===== src/rtl/serial_subtractor.sv =====
// Bit-serial WIDTH-bit subtractor (operand1 - operand2 - borrow_in), one full-subtractor cell, LSB first.
// Optional add mode selected at build time with SERIAL_SUB_ADD_MODE_EN.
module serial_subtractor #(
  parameter int WIDTH = 8
) (
  input  logic             clk,
  input  logic             rst,
  input  logic             start,
  input  logic [WIDTH-1:0] operand1,
  input  logic [WIDTH-1:0] operand2,
  input  logic             borrow_in,
`ifdef SERIAL_SUB_ADD_MODE_EN
  input  logic             mode,
`endif
  output logic             busy,
  output logic             done,
  output logic [WIDTH-1:0] result,
  output logic             borrow_out,
  output logic             overflow
);

  localparam int CNT_W = (WIDTH > 2) ? $clog2(WIDTH) : 1;

  localparam logic [1:0] IDLE  = 2'd0;
  localparam logic [1:0] SHIFT = 2'd1;
  localparam logic [1:0] DONE  = 2'd2;

  localparam logic [CNT_W-1:0] LAST_BIT = CNT_W'(WIDTH - 1);

  function automatic logic diff_bit(input logic a, input logic b, input logic bw);
    return a ^ b ^ bw;
  endfunction

  function automatic logic borrow_bit(input logic a, input logic b, input logic bw);
    return (~a & b) | (~a & bw) | (b & bw);
  endfunction

  // Add mode flags overflow when like-signed operands give an unlike-signed sum.
  function automatic logic ovf_flag(input logic m1, input logic m2, input logic rm,
                                    input logic add);
    if (add)
      return (m1 == m2) && (rm != m1);
    else
      return (m1 != m2) && (rm != m1);
  endfunction

  logic [1:0]       state;
  logic [WIDTH-1:0] a_sh;
  logic [WIDTH-1:0] b_sh;
  logic [WIDTH-1:0] res_sh;
  logic             bw;
  logic [CNT_W-1:0] count;
  logic             op1_msb;
  logic             op2_msb;
  logic             add_q;

  logic             b_eff;
  logic             d_bit;
  logic             bw_next;

  // In add mode the cell sees ~operand2 and an inverted borrow, so the
  // subtractor computes op1 + op2 + cin with borrow = ~carry.
  always_comb begin
    b_eff   = b_sh[0] ^ add_q;
    d_bit   = diff_bit(a_sh[0], b_eff, bw);
    bw_next = borrow_bit(a_sh[0], b_eff, bw);
  end

`ifdef SERIAL_SUB_ADD_MODE_EN
  always_ff @(posedge clk or posedge rst) begin
    if (rst)
      add_q <= 1'b0;
    else if (state == IDLE && start)
      add_q <= mode;
  end
`else
  assign add_q = 1'b0;
`endif

  always_ff @(posedge clk or posedge rst) begin
    if (rst) begin
      state      <= IDLE;
      a_sh       <= '0;
      b_sh       <= '0;
      res_sh     <= '0;
      bw         <= 1'b0;
      count      <= '0;
      op1_msb    <= 1'b0;
      op2_msb    <= 1'b0;
      result     <= '0;
      borrow_out <= 1'b0;
      overflow   <= 1'b0;
    end else begin
      case (state)
        IDLE: begin
          if (start) begin
            a_sh    <= operand1;
            b_sh    <= operand2;
`ifdef SERIAL_SUB_ADD_MODE_EN
            bw      <= borrow_in ^ mode;
`else
            bw      <= borrow_in;
`endif
            op1_msb <= operand1[WIDTH-1];
            op2_msb <= operand2[WIDTH-1];
            count   <= '0;
            state   <= SHIFT;
          end
        end
        SHIFT: begin
          a_sh   <= {1'b0, a_sh[WIDTH-1:1]};
          b_sh   <= {1'b0, b_sh[WIDTH-1:1]};
          res_sh <= {d_bit, res_sh[WIDTH-1:1]};
          bw     <= bw_next;
          count  <= count + CNT_W'(1);
          // Last bit: publish the finished word and flags on entry to DONE.
          if (count == LAST_BIT) begin
            result     <= {d_bit, res_sh[WIDTH-1:1]};
            borrow_out <= bw_next ^ add_q;
            overflow   <= ovf_flag(op1_msb, op2_msb, d_bit, add_q);
            state      <= DONE;
          end
        end
        DONE:    state <= IDLE;
        default: state <= IDLE;
      endcase
    end
  end

  assign busy = (state == SHIFT);
  assign done = (state == DONE);

endmodule


===== config.mk =====
export PLATFORM = sky130hd
export DESIGN_NAME = serial_subtractor
export DESIGN_NICKNAME = d
export VERILOG_FILES = /design/src/rtl/serial_subtractor.sv
export SDC_FILE = /design/constraint.sdc
export NUM_CORES = 1
export LEC_CHECK = 0
export CELL_PAD_IN_SITES_DETAIL_PLACEMENT = 1
export CELL_PAD_IN_SITES_GLOBAL_PLACEMENT = 1
export CORE_MARGIN = 2
export CORE_UTILIZATION = 40
export DETAILED_ROUTE_END_ITERATION = 10
export GPL_ROUTABILITY_DRIVEN = 0
export GPL_TIMING_DRIVEN = 0
export HOLD_SLACK_MARGIN = 0.08
export PLACE_DENSITY_LB_ADDON = 0.12
export SETUP_SLACK_MARGIN = 0.3
export SYNTH_ARGS = -nofsm -noshare
export SYNTH_HDL_FRONTEND = slang
export SYNTH_SLANG_ARGS = --single-unit

===== constraint.sdc =====
create_clock -name clk -period 1.8 [get_ports clk]
set_input_delay 0.54 -clock clk [delete_from_list [all_inputs] [get_ports clk]]
set_output_delay 0.54 -clock clk [all_outputs]
set_load 0.005 [all_outputs]

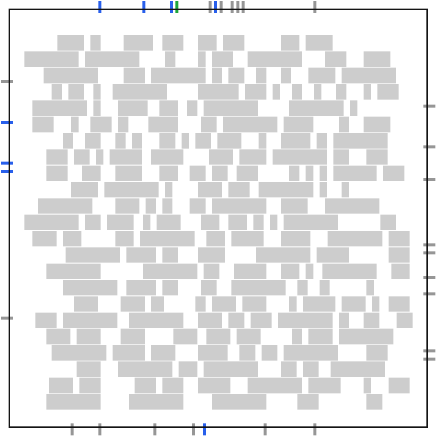
*I/O pins on the die edge, run 1*
(6 px per um) Pins as bars across the die edge, other pins in grey.
Key: green = done [pins 1, direction output, edge north]; blue = operand2 [pins 8, direction input, edge 4 north, 3 west, 1 south]
All pins by edge: 11 north, 9 east, 7 south, 5 west.

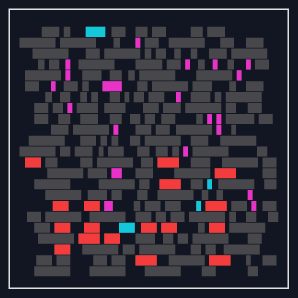
*Selected gate families, run 1*
(4 px per um)
Key: cyan = NOR gates [cells 4, most used nor2_1]; red = multiplexers [cells 17, most used mux2_2]; magenta = NAND gates [cells 20, most used nand2_1]

==> flow_summary.yaml, run 1 <==
# physical design summary
job:
  max_cap_violations: 0
  log.warning_count: 28
final_timing:
  clock.fmax_mhz: 584
  finalSetupViolations: 0
  slew_violations: 0
  whs_ns: 0.479
  worst_slack_ns: 0.0877
  relSlewSlack: 0.425
worst_setup_path:
  cp.arrival_ns: 1.17
  required_ns: 1.26
  cp_common_cell: "buf_6"
  startpoint_type: "flop"
  cpPeakStageDelay_ns: 0.42
  setup.worst_path.class: "flop to primary output"
  critPathCaptureType: "primary output"
  ff2ff_setup_slack_ns: 0.10
  crit_end: "busy"
synth:
  synth.distinct_cells: 19
  yosysWarnings: 0
  fa_ha_area_frac: 0.0263
  syn_inst: 142
  synthMuxAreaShare: 0.112
  edf_count: 0
  logic_family: "AND-OR/OR-AND gates"
  netlist_area_um2: 1710
  simple_gate_share: 0.0834
  yosysTopAreaCellShare: 0.600
  synth_area_per_cell_um2: 12.0
  top_cells_by_count: "dfrtp_1 (41), mux2_2 (17), nand2_1 (17), o21ai_0 (17), a22oi_1 (13)"
  ys_cells: 142
  ys_chip_area_um2: 1710
  xor_share: 0
  synth_compound_gate_area_share: 0.146
  flop_cell: "dfrtp_1"
grt:
  grt_pass1_wl_mm: 7.29
  antenna_found_initial: 0
  met3_usage: 0.0422
  grtUsageTotal: 0.197
  met2_usage: 0.311
  grt_pass1_vias: 1442
  grt-busiest-layer: "met2"
pwr:
  p_comb_mw: 2.04
  seq_power_share: 0.372
  pg_clk_uw: 661
  p_leak_nw: 1.18
  pg_seq_mw: 1.60
  p_per_area_nw_per_um2: 1670
  pwr-share-comb: 0.475
  power.switching_mw: 1.40
  switching_share: 0.327
final_layout:
  inv_count: 3
  clockBufferCount: 7
  final_cell_mix: "dfrtp_1 (41), buf_4 (19), clkdlybuf4s50_1 (18)"
  final_cells: 257
  drive_above_1_share: 0.377
  diodes: 0
  fillers: 406
  bufAreaShareNonClock: 0.245
  logic_area_um2: 741
  layout_top_cell: "dfrtp_1"
  utilization: 0.634
  fin_nets: 229
  sh_comb_area: 0.288
  buffers: 66
  syn2layout_area_growth_pct: 50.3
  final_cell_area_um2: 2570
  biggestCellCategory: "sequential cells"
  seq_area_um2: 1030
detailed_routing:
  routed_wl_mm: 4.90
  ant_nets: 0
  top_layer_used: "met4"
  dr.pass1.iters: 4
  drt-wirelength-per-cell_um: 19.1
  wl_met2_mm: 2.47
  dr_total_vias: 1355
  drt-met1-wl_mm: 2.13
  vias_per_cell: 5.27
min_path:
  min_path_type: "flop to flop"
  hold_start: "overflow"
  hold_end: "overflow"
floorplanning:
  die_area_um2: 4810
  fp.dieH_um: 69.4
  rows: 23
  core_um2: 4060
place:
  portBuffers: 31
  placed_area_um2: 2090
clock_tree:
  numCtsBuffers: 5
  clock_path_buffers: 2
  clkTransAtPathRegs_ns: 0.08
  cts_setup_buffers: 18
run_status:
  outcome: "finished clean"
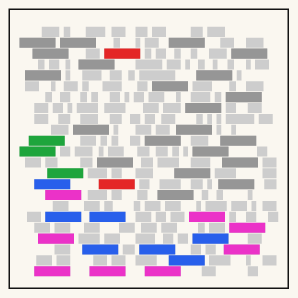
*Register map, names as in the netlist, run 1*
(4 px per um)
Key: green = count [sequential cells 3]; blue = res_sh [sequential cells 7]; magenta = result [sequential cells 8]; red = state [sequential cells 2]
Another 21 sequential cells are not coloured.

### Layout detail, run 1

Window x 22 to 47, y 8 to 33 um. Cells in grey, sequential cells in the stronger grey; small squares are vias.
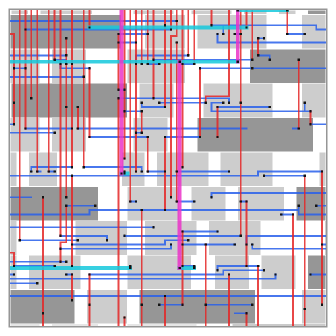

--- run 2 (diff from run 1) ---
Settings changed: ABC_CLOCK_PERIOD_IN_PS from default to 1800, CELL_PAD_IN_SITES_DETAIL_PLACEMENT 1 to default, CELL_PAD_IN_SITES_GLOBAL_PLACEMENT 1 to default.
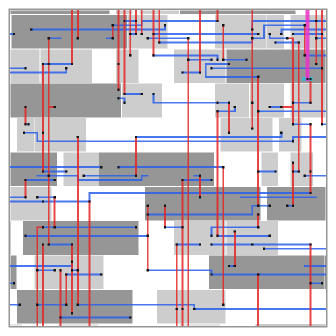
*Layout detail, run 2*
Window x 22 to 47, y 8 to 33 um. Cells in grey, sequential cells in the stronger grey; small squares are vias.
Key: magenta = met4; cyan = met3; blue = met1; red = met2
Sequential cells in the window: 9. 32 logic cells have their middle in the window. Most frequent: dfrtp_1 (9), mux2_2 (5). Netlist names of flops here include res_sh (4), result (2).

==> run 2 against run 1 <==
  * Total power decreased by 8.8%
  * Critical endpoint unchanged
  * Sequential share of layout area up 2.9 points
  * Worst hold slack better by 0.0072 ns
  * Critical path type unchanged
  * Largest power group unchanged
  * Design area down 6.7%
  * Final cell count decreased by 1.9%
  * Sequential power about the same
  * Critical path depth unchanged
==> flow_summary.yaml, run 2 <==
# physical design summary
detailed_routing:
  drt-wirelength-per-cell_um: 14.7
  routed_wl_mm: 3.70
  top_layer_used: "met4"
  drt-met1-wl_mm: 1.71
  drcViolationCount: 0
  dr_total_vias: 1294
  wl_met2_mm: 1.79
  dr.pass1.iters: 4
  vias_per_cell: 5.13
  wl_met3_um: 152
  ant_nets: 0
final_layout:
  biggestCellCategory: "sequential cells"
  fin_nets: 224
  layout_top_cell: "dfrtp_1"
  final_cells: 252
  syn2layout_area_growth_pct: 40.2
  fillers: 334
  final_cell_mix: "dfrtp_1 (41), buf_4 (20), clkdlybuf4s50_1 (18)"
  utilization: 0.591
  sh_comb_area: 0.286
  comb_cells: 89
  seq_area_um2: 1030
  seq_share: 0.428
  logic_area_um2: 687
  drive_above_1_share: 0.297
  final_cell_area_um2: 2400
  diodes: 0
  clockNetworkAreaShare: 0.0334
  buffers: 61
  reg_top3: "a_sh x8, b_sh x8, result x8"
  bufAreaShareNonClock: 0.222
  ff_count: 41
  clockBufferCount: 8
  inv_count: 3
worst_setup_path:
  setup.worst_path.class: "flop to primary output"
  crit_end: "busy"
  r2r_cells: 5
  rr_endpoint: "result[4]"
  cp_slowest_cell: "dfrtp_1"
  worstSetupPathDepth: 3
  cp_max_fo: 4
  reg2reg_from: "count[1]"
  ff2ff_setup_slack_ns: 0.31
  cp_common_cell: "buf_6"
  cp.arrival_ns: 1.16
  cpPeakStageDelay_ns: 0.42
  crit_family: "flip-flops"
  required_ns: 1.26
  startpoint_type: "flop"
  worst-path-buf-inv: 2
  critPathCaptureType: "primary output"
  crit_path_start: "state[0]"
min_path:
  hold_path_depth: 2
  hold_start: "a_sh[1]"
  min_path_type: "flop to flop"
  hold_end: "a_sh[1]"
floorplanning:
  fp.dieH_um: 69.4
  taps: 50
  die_w_um: 69.4
  core_um2: 4060
  rows: 23
  die_area_um2: 4810
  initCoreUtil: 0.422
  io_pins: 32
clock_tree:
  clkTransAtPathRegs_ns: 0.07
  htreeDepth: 2
  postCtsHoldBufs: 0
  cts-root-buf: "clkbuf_8"
  cts_tree: "done"
  clock_path_buffers: 2
  cts.sinks: 41
  numCtsBuffers: 5
  cts_setup_buffers: 11
  post_cts_resized: 31
final_timing:
  fin_crit_sh: 0.946
  rsz0062_at_grt: "yes"
  finalSetupViolations: 0
  relSlewSlack: 0.437
  worst_slack_ns: 0.0976
  slew_violations: 0
  clock.fmax_mhz: 587
  tightest_slew_ns: 0.844
  whs_ns: 0.486
  fin_setup_tns_ns: 0
grt:
  grt_overflow_total: 0
  met3_usage: 0.0407
  grt_pass1_wl_mm: 6.31
  antenna_found_initial: 0
  use_met1: 0.221
  grt_pass1_vias: 1336
  grtUsageTotal: 0.163
  met2_usage: 0.253
  grt_start_max_net_pins: 42
  grt-busiest-layer: "met2"
synth:
  ys_seq_share: 0.600
  syn_inst: 142
  flop_cell: "dfrtp_1"
  netlist_area_um2: 1710
  synth_top_cell_by_count: "dfrtp_1"
  xor_share: 0
  ys.flops: 41
  simple_gate_share: 0.0834
  logic_family: "AND-OR/OR-AND gates"
  edf_count: 0
  ys_cells: 142
  synth_compound_gate_area_share: 0.146
  synth_area_per_cell_um2: 12.0
  top_cells_by_count: "dfrtp_1 (41), mux2_2 (17), nand2_1 (17), o21ai_0 (17), a22oi_1 (13)"
  synthMuxAreaShare: 0.112
  ys_chip_area_um2: 1710
  async_flop_share: 1.00
  yosysWarnings: 0
  area_leaders: "dfrtp_1 (60%), mux2_2 (11%), a22oi_1 (5.7%)"
  fa_ha_area_frac: 0.0263
  synth.distinct_cells: 19
  largest_area_cell: "dfrtp_1"
  yosysTopAreaCellShare: 0.600
  fp_nets: 165
pwr:
  switching_share: 0.312
  p_comb_mw: 1.76
  p_per_area_nw_per_um2: 1630
  total_power_mw: 3.92
  pwr-share-comb: 0.449
  p_clk_frac: 0.146
  internal-power_mw: 2.70
  pg_seq_mw: 1.59
  power.switching_mw: 1.22
  vdd_drop_max_mv: 0.695
  seq_power_share: 0.405
  p_leak_nw: 1.11
  pg_clk_uw: 571
place:
  hpwl_mm: 2.30
  portBuffers: 31
  dp.cells: 223
  dpl_worst_slack_ns: -0.207
  placed_area_um2: 2090
run_status:
  outcome: "finished clean"
job:
  max_cap_violations: 0
  log.warning_count: 28
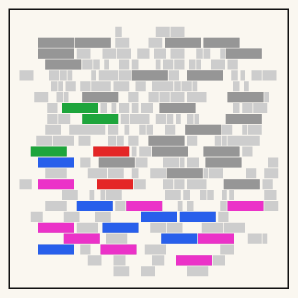
*Register map, names as in the netlist, run 2*
(4 px per um)
Key: green = count [sequential cells 3]; red = state [sequential cells 2]; magenta = result [sequential cells 8]; blue = res_sh [sequential cells 7]
Another 21 sequential cells are not coloured.

### Selected gate families, run 2

(4 px per um)
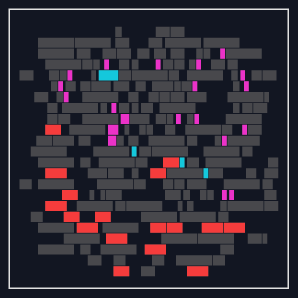

--- run 3 (diff from run 2) ---
Settings changed: ABC_CLOCK_PERIOD_IN_PS 1800 to 1700.
Clock period 1.8 ns to 1.7 ns, I/O delays scaled along.
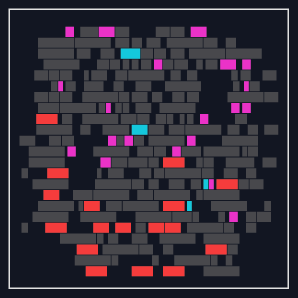
*Selected gate families, run 3*
(4 px per um)
Key: red = multiplexers [cells 17, most used mux2_4]; magenta = NAND gates [cells 20, most used nand2_2]; cyan = NOR gates [cells 4, most used nor2_1]

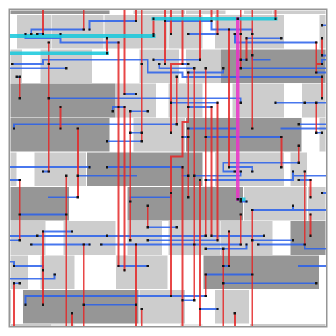
*Layout detail, run 3*
Window x 22 to 47, y 8 to 33 um. Cells in grey, sequential cells in the stronger grey; small squares are vias.
Key: cyan = met3; red = met2; magenta = met4; blue = met1
Most frequent: dfrtp_1 (9), buf_4 (7), buf_6 (6). 38 logic cells have their middle in the window. Netlist names of flops here include res_sh (4). Sequential cells in the window: 9.

==> run 3 against run 2 <==
  * Die area did not move
  * Sequential share of layout area is 2.9 points lower
  * Clock skew is 0.0027 ns higher
  * Via count grew 3.2%
  * Critical endpoint is now done
  * Utilization up 4.3 points
  * Synthesized area unchanged
  * Routed wire length increased by 10%
  * Clock-buffer cell count unchanged
  * Final cell count up 2.8%
==> flow_summary.yaml, run 3 <==
# physical design summary
synth:
  top_cells_by_count: "dfrtp_1 (41), mux2_2 (17), nand2_1 (17), o21ai_0 (17), a22oi_1 (13)"
  ys_seq_share: 0.600
  async_flop_share: 1.00
  synth_top_cell_by_count: "dfrtp_1"
  logic_family: "AND-OR/OR-AND gates"
  fa_ha_area_frac: 0.0263
  flop_cell: "dfrtp_1"
  xor_share: 0
  syn_inst: 142
  largest_area_cell: "dfrtp_1"
  area_leaders: "dfrtp_1 (60%), mux2_2 (11%), a22oi_1 (5.7%)"
  fp_nets: 165
  synth_compound_gate_area_share: 0.146
  yosysWarnings: 0
  edf_count: 0
  ys_cells: 142
  synth.distinct_cells: 19
  synth_area_per_cell_um2: 12.0
  netlist_area_um2: 1710
  synthMuxAreaShare: 0.112
  simple_gate_share: 0.0834
  ys_chip_area_um2: 1710
  ys.flops: 41
  yosysTopAreaCellShare: 0.600
clock_tree:
  cts_tree: "done"
  htreeDepth: 2
  cts_setup_buffers: 14
  clock_path_buffers: 2
  post_cts_resized: 64
  cts.sinks: 41
  numCtsBuffers: 5
  clkTransAtPathRegs_ns: 0.08
  postCtsHoldBufs: 0
  cts-root-buf: "clkbuf_8"
grt:
  grt_pass1_vias: 1351
  met2_usage: 0.272
  met3_usage: 0.0363
  use_met1: 0.229
  antenna_found_initial: 0
  grtUsageTotal: 0.171
  grt_pass1_wl_mm: 6.52
  grt_start_max_net_pins: 42
  grt-busiest-layer: "met2"
  grt_overflow_total: 0
final_layout:
  ff_count: 41
  buffers: 68
  syn2layout_area_growth_pct: 50.5
  final_cell_area_um2: 2570
  logic_area_um2: 797
  fin_nets: 231
  drive_above_1_share: 0.474
  sh_comb_area: 0.310
  layout_top_cell: "dfrtp_1"
  reg_top3: "a_sh x8, b_sh x8, result x8"
  final_cell_mix: "dfrtp_1 (41), buf_4 (22), clkdlybuf4s50_1 (18)"
  clockBufferCount: 8
  utilization: 0.634
  final_cells: 259
  comb_cells: 89
  inv_count: 3
  biggestCellCategory: "sequential cells"
  clockNetworkAreaShare: 0.0311
  seq_share: 0.399
  fillers: 331
  seq_area_um2: 1030
  bufAreaShareNonClock: 0.230
  diodes: 0
detailed_routing:
  drcViolationCount: 0
  dr_total_vias: 1336
  routed_wl_mm: 4.08
  ant_nets: 0
  drt-wirelength-per-cell_um: 15.7
  dr.pass1.iters: 4
  wl_met3_um: 137
  top_layer_used: "met4"
  drt-met1-wl_mm: 1.83
  vias_per_cell: 5.16
  wl_met2_mm: 2.01
min_path:
  min_path_type: "flop to flop"
  hold_end: "a_sh[1]"
  hold_path_depth: 2
  hold_start: "a_sh[1]"
worst_setup_path:
  cp_common_cell: "buf_6"
  setup.worst_path.class: "flop to primary output"
  cpPeakStageDelay_ns: 0.40
  crit_family: "flip-flops"
  required_ns: 1.19
  cp_max_fo: 3
  r2r_cells: 7
  worst-path-buf-inv: 3
  reg2reg_from: "state[1]"
  crit_end: "done"
  startpoint_type: "flop"
  worstSetupPathDepth: 4
  crit_path_start: "state[0]"
  cp.arrival_ns: 1.14
  rr_endpoint: "count[0]"
  cp_slowest_cell: "dfrtp_1"
  critPathCaptureType: "primary output"
floorplanning:
  core_um2: 4060
  fp.dieH_um: 69.4
  io_pins: 32
  rows: 23
  die_w_um: 69.4
  initCoreUtil: 0.422
  taps: 50
  die_area_um2: 4810
job:
  max_cap_violations: 0
  log.warning_count: 29
final_timing:
  clock.fmax_mhz: 605
  finalSetupViolations: 0
  whs_ns: 0.485
  fin_crit_sh: 0.972
  relSlewSlack: 0.411
  tightest_slew_ns: 0.882
  rsz0062_at_grt: "yes"
  fin_setup_tns_ns: 0
  slew_violations: 0
  worst_slack_ns: 0.0476
pwr:
  seq_power_share: 0.383
  p_comb_mw: 2.15
  p_leak_nw: 1.22
  power.switching_mw: 1.46
  pwr-share-comb: 0.482
  pg_clk_uw: 599
  pg_seq_mw: 1.71
  switching_share: 0.327
  total_power_mw: 4.46
  internal-power_mw: 3.00
  p_clk_frac: 0.134
  vdd_drop_max_mv: 0.866
  p_per_area_nw_per_um2: 1730
place:
  hpwl_mm: 2.27
  portBuffers: 31
  placed_area_um2: 2100
  dpl_worst_slack_ns: -0.254
  dp.cells: 223
run_status:
  outcome: "finished clean"
Power figures rest on the tool's default switching activity, not on a simulated workload.
